Fig. 1: met2 routing
Drawn at 3 px/µm. Cells faint in the background.
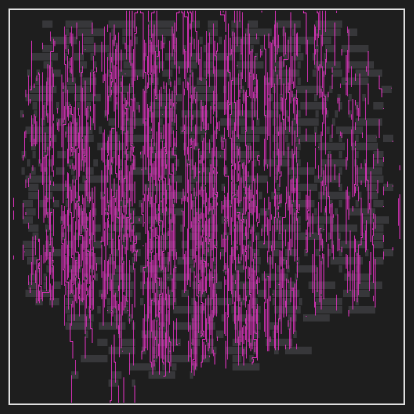
Fig. 2: clock wiring as the flow saved it
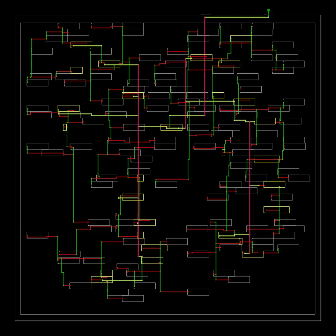
Fig. 3: clock network drawn from the DEF
Drawn at 4 px/µm.
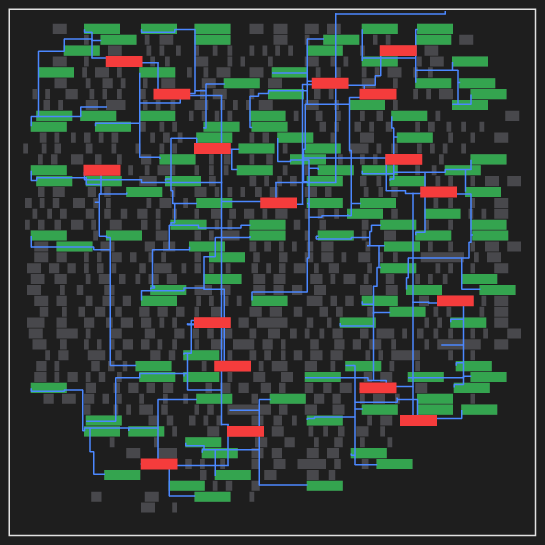
Fig. 4: cells coloured by class
Drawn at 3 px/µm. Fill, decap, tap and diode cells in grey.
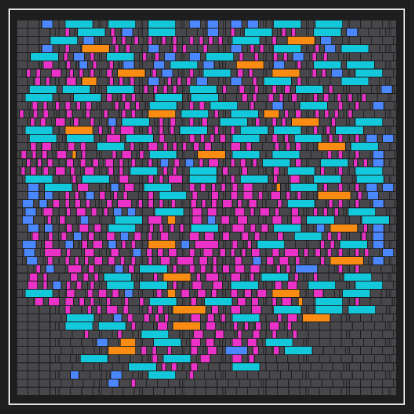
[config.mk]
export PLATFORM = sky130hd
export DESIGN_NAME = imem_loader_flat
export DESIGN_NICKNAME = d
export VERILOG_FILES = /design/src/rtl/imem_loader_if.sv /design/src/rtl/imem_loader.sv /design/src/flat_wrapper.sv
export SDC_FILE = /design/constraint.sdc
export NUM_CORES = 1
export LEC_CHECK = 0
export CAP_MARGIN = 20
export CELL_PAD_IN_SITES_DETAIL_PLACEMENT = 2
export CELL_PAD_IN_SITES_GLOBAL_PLACEMENT = 2
export CORE_MARGIN = 2
export CORE_UTILIZATION = 34
export CTS_BUF_LIST = sky130_fd_sc_hd__clkbuf_8 sky130_fd_sc_hd__clkbuf_16
export DETAILED_ROUTE_END_ITERATION = 8
export PLACE_DENSITY = 0.9
export SLEW_MARGIN = 20
export SYNTH_ARGS = -nofsm -noshare
export SYNTH_HDL_FRONTEND = slang
export SYNTH_SLANG_ARGS = --single-unit
[constraint.sdc]
create_clock -name clk -period 3.1 [get_ports clk]
set_input_delay 0.62 -clock clk [delete_from_list [all_inputs] [get_ports clk]]
set_output_delay 0.62 -clock clk [all_outputs]
set_load 0.01 [all_outputs]
[src/rtl/imem_loader_if.sv]
// Upstream byte-stream handshake carrying the boot image into imem_loader.
// A byte transfers on a rising clock edge when byte_valid and byte_ready are both high.
interface imem_loader_if;
    logic       byte_valid;
    logic [7:0] byte_data;
    logic       byte_ready;

    modport master (output byte_valid, output byte_data, input byte_ready);
    modport slave  (input byte_valid, input byte_data, output byte_ready);
endinterface

[src/rtl/imem_loader.sv]
// Boot loader: parses a length-prefixed, XOR-checksummed byte stream into 32-bit
// instruction-memory writes, then releases the core from reset once the image verifies.
module imem_loader #(
    parameter int ADDR_W = 10  // supported range 3..18
) (
    input  logic                clk,
    input  logic                reset,
    input  logic                start,
    imem_loader_if.slave        bs,
    output logic                imem_we,
    output logic [ADDR_W-1:0]   imem_addr,
    output logic [31:0]         imem_wdata,
    output logic                cpu_rst_n,
    output logic                done,
    output logic                error
);

    localparam logic [16:0] MAX_WORDS = 17'd1 << (ADDR_W - 2);

    typedef enum logic [2:0] {
        S_IDLE, S_LEN_LO, S_LEN_HI, S_DATA, S_CHK, S_DONE, S_ERR
    } state_t;

    state_t      state;
    logic        ready_q;
    logic [15:0] len_words;
    logic [15:0] word_idx;
    logic [1:0]  byte_cnt;
    logic [23:0] word_buf;
    logic [7:0]  csum;

    logic        accept;
    logic [15:0] len_next;

    assign bs.byte_ready = ready_q;
    assign accept        = bs.byte_valid && ready_q;
    assign len_next      = {bs.byte_data, len_words[7:0]};

    always_ff @(posedge clk or negedge reset) begin
        if (!reset) begin
            state      <= S_IDLE;
            ready_q    <= 1'b0;
            len_words  <= '0;
            word_idx   <= '0;
            byte_cnt   <= '0;
            word_buf   <= '0;
            csum       <= '0;
            imem_we    <= 1'b0;
            imem_addr  <= '0;
            imem_wdata <= '0;
            cpu_rst_n  <= 1'b0;
            done       <= 1'b0;
            error      <= 1'b0;
        end else begin
            // The write strobe is a single-cycle pulse; it only re-arms on a completed word.
            imem_we <= 1'b0;
            case (state)
                S_IDLE, S_DONE, S_ERR: begin
                    if (start) begin
                        state     <= S_LEN_LO;
                        ready_q   <= 1'b1;
                        len_words <= '0;
                        word_idx  <= '0;
                        byte_cnt  <= '0;
                        word_buf  <= '0;
                        csum      <= '0;
                        cpu_rst_n <= 1'b0;
                        done      <= 1'b0;
                        error     <= 1'b0;
                    end
                end
                S_LEN_LO: begin
                    if (accept) begin
                        len_words[7:0] <= bs.byte_data;
                        state          <= S_LEN_HI;
                    end
                end
                S_LEN_HI: begin
                    if (accept) begin
                        len_words[15:8] <= bs.byte_data;
                        if (len_next == 16'd0) begin
                            state <= S_CHK;
                        end else if ({1'b0, len_next} > MAX_WORDS) begin
                            state   <= S_ERR;
                            ready_q <= 1'b0;
                            error   <= 1'b1;
                        end else begin
                            state <= S_DATA;
                        end
                    end
                end
                S_DATA: begin
                    if (accept) begin
                        csum     <= csum ^ bs.byte_data;
                        byte_cnt <= byte_cnt + 2'd1;
                        case (byte_cnt)
                            2'd0: word_buf[7:0]   <= bs.byte_data;
                            2'd1: word_buf[15:8]  <= bs.byte_data;
                            2'd2: word_buf[23:16] <= bs.byte_data;
                            default: begin
                                imem_we    <= 1'b1;
                                imem_addr  <= ADDR_W'({word_idx, 2'b00});
                                imem_wdata <= {bs.byte_data, word_buf};
                                word_idx   <= word_idx + 16'd1;
                                if (word_idx == len_words - 16'd1) begin
                                    state <= S_CHK;
                                end
                            end
                        endcase
                    end
                end
                S_CHK: begin
                    if (accept) begin
                        ready_q <= 1'b0;
                        if (bs.byte_data == csum) begin
                            state     <= S_DONE;
                            done      <= 1'b1;
                            cpu_rst_n <= 1'b1;
                        end else begin
                            state <= S_ERR;
                            error <= 1'b1;
                        end
                    end
                end
                default: begin
                    state   <= S_IDLE;
                    ready_q <= 1'b0;
                end
            endcase
        end
    end

endmodule
[src/flat_wrapper.sv]
// flat-port wrapper written by rule: the top's interface ports become plain ports
module imem_loader_flat 
#(
    parameter int ADDR_W = 10                          
)
  (clk, reset, start, imem_we, imem_addr, imem_wdata, cpu_rst_n, done, error, bs_byte_valid, bs_byte_data, bs_byte_ready);
  imem_loader_if bs_i ();
  input  logic clk;
  input  logic reset;
  input  logic start;
  output logic imem_we;
  output logic [ADDR_W-1:0] imem_addr;
  output logic [31:0] imem_wdata;
  output logic cpu_rst_n;
  output logic done;
  output logic error;
  input wire logic [$bits(bs_i.byte_valid)-1:0] bs_byte_valid;
  input wire logic [$bits(bs_i.byte_data)-1:0] bs_byte_data;
  output wire logic [$bits(bs_i.byte_ready)-1:0] bs_byte_ready;
  assign bs_i.byte_valid = bs_byte_valid;
  assign bs_i.byte_data = bs_byte_data;
  assign bs_byte_ready = bs_i.byte_ready;
  imem_loader #(.ADDR_W(ADDR_W)) u_core (.clk(clk), .reset(reset), .start(start), .bs(bs_i), .imem_we(imem_we), .imem_addr(imem_addr), .imem_wdata(imem_wdata), .cpu_rst_n(cpu_rst_n), .done(done), .error(error));
endmodule
==> Changelog: implementation <==
### Metrics

- CP Depth: 9
- FF+latch count, synth: between 100 and 150
- Final antenna-violating net count: 0
- Yosys Instances: around 640
- Io pins: 59
- Clock buffer depth: 2
- Fraction of layout cells with a size suffix above 1: 9.60%
- Die x size: roughly 130 µm
- Critical path capture point: u_core.state[0]
- PwrDens: between 900 and 1000 nW/µm²
- Clock H-tree levels: 4
- Tool warnings: 30
- Main flop type: dfrtp_1
- Clock latency at the later pin of the worst-skew pair: approximately 0.43 ns
- Final setup violation count: 0
- Wire length of the first global-routing pass: around 34000 µm
- Startpoint of the worst register-to-register path: u_core.len_words[0]
- All-Layer GR Usage: between 20% and 30%
- Cells traversed along the worst timing path: inv_2, ha_2, xnor2_1, a311oi_1, nand3_1, or4_1, or4_4, a221o_1, and3_1
- Detailed-route vias per instance: roughly 5.5
- Run status: finished, final reports clean
- Setup crit end kind: register
- Detailed-route via count: around 5000
- Min Tclk post-route: approximately 3.0 ns
- Top delay family on crit path: simple AND/OR/NAND/NOR gates
- Syn_area_per_cell: 8.63 µm²
- Nets@finish: just over 700
- GR Overflow Total: 0
- Count of flip-flops with a built-in enable after synthesis: 0
- Full die area: ~17000 µm²
- Worst flop-to-flop path endpoint: u_core.state[0]
- Die height: roughly 130 µm
## Picture notes: Fig. 1
nets with wire on the layer = 680
share of all routed wire = 52%
wire length on this layer = 10900 µm
main direction = vertical

## Picture notes: Fig. 2
worst setup skew after layout: 0.0103 ns
total clock buffers created by CTS: 17

## Picture notes: Fig. 3
clock drivers -> red  # count 17
clock wires -> blue  # length 1860 µm
flip-flops -> green  # count 113
flops lie = widely spread
routed clock nets = 18

## Picture notes: Fig. 4
combinational and other logic -> magenta  # cells 483
remaining buffers and delay cells -> blue  # cells 84
sequential cells -> cyan  # cells 113
clock drivers and dummy loads -> orange  # cells 28
Post-Layout Inst Area: 7000 µm²
number of placement rows: 46
CORE AREA: 15800 µm²
Layout Utilization: 44.2%

==> synthesized netlist by cell type, drive strengths merged (9+ instances only) <==
master / instances / area (µm²)
dfrtp: 113 / 2830
nand4: 9 / 56.3
buf: 11 / 61.3
nand2: 223 / 837
nor2: 25 / 93.8
o21ai: 61 / 305
xor2: 23 / 201
clkbuf: 31 / 116
inv: 11 / 41.3
xnor2: 20 / 175
nand3: 15 / 75.1
a21oi: 10 / 50.1
nor3: 13 / 65.1
==> through the flow <==
stage / worst slack (ns) / instance area (µm²) / hold WS (ns) / instances / total power, µW
floorplan: 0.247 / 5500 / 0.324 / 638 / 3580
global placement: -0.247 / 6360 / 0.449 / 892 / 4100
detailed placement: -0.500 / 6360 / 0.464 / 892 / 4330
CTS: 0.00457 / 6960 / 0.218 / 922 / 6550
global route: -0.00281 / 7000 / 0.240 / 924 / 7000
finish: 0.0914 / 7000 / 0.207 / 924 / 6660
==> layout make-up <==
type / count / area, µm² / area share [%]
sequential: 113 / 2830 / 40.4
multi-input combinational: 472 / 2480 / 35.5
timing repair buffer: 84 / 796 / 11.4
clock buffer: 20 / 467 / 6.66
tap: 216 / 270 / 3.86
clock inverter: 8 / 116 / 1.66
inverter: 11 / 41.3 / 0.590
==> state kept, by name, indices dropped and copies added, names as in the netlist <==
signal and cells:
u_core.byte_cnt 2, u_core.imem_addr 8, u_core.len_words 16, u_core.csum 8, u_core.cpu_rst_n 1, u_core.bs.byte_ready 1
u_core.word_buf 24, u_core.error 1, u_core.word_idx 16, u_core.imem_we 1, u_core.imem_wdata 32, u_core.state 3
==> routing by layer <==
metal	routed length [µm]	share of wire, %	track usage (%)
met3	783	3.8	4.63
met1	8500	41	29.8
met5	0	0	0
met2	10900	52	45.4
met4	633	3.0	10.4
==> power by group <==
group | leakage, µW | internal, µW | total, µW | switching, µW
clock | 0.000290 | 1300 | 2010 | 707
sequential | 0.00155 | 1810 | 2210 | 404
combinational | 0.00142 | 911 | 2440 | 1530
total | 0.00326 | 4020 | 6660 | 2640
==> kinds of logic (layout without fill, tap and decap cells) <==
group | after synthesis | in the layout | share of synthesized area, %
mux | 1 | 1 | 0.182
flops | 113 | 113 | 51.4
simple gates | 319 | 319 | 25.2
other cells | 1 | 2 | 0.0682
fa+ha+maj | 7 | 7 | 1.59
buf+inv | 53 | 123 | 3.98
compound gates | 100 | 100 | 10.8
xor+xnor | 43 | 43 | 6.85
==> what timing repair did <==
item	CTS	global route
pin swaps	1	3
setup endpoints to repair	3	3
setup buffers	2	2
hold buffers	0	0
gates resized	2	6
==> worst reg2reg max path, delay by kind of cell, from the launching register on <==
family,cells,cell delay [ns]
simple gates,4,1.40
compound gates,2,0.57
flops,1,0.43
fa+ha+maj,1,0.29
xor+xnor,1,0.12
buf+inv,1,0.10
Power figures rest on the tool's default switching activity, not on a simulated workload.
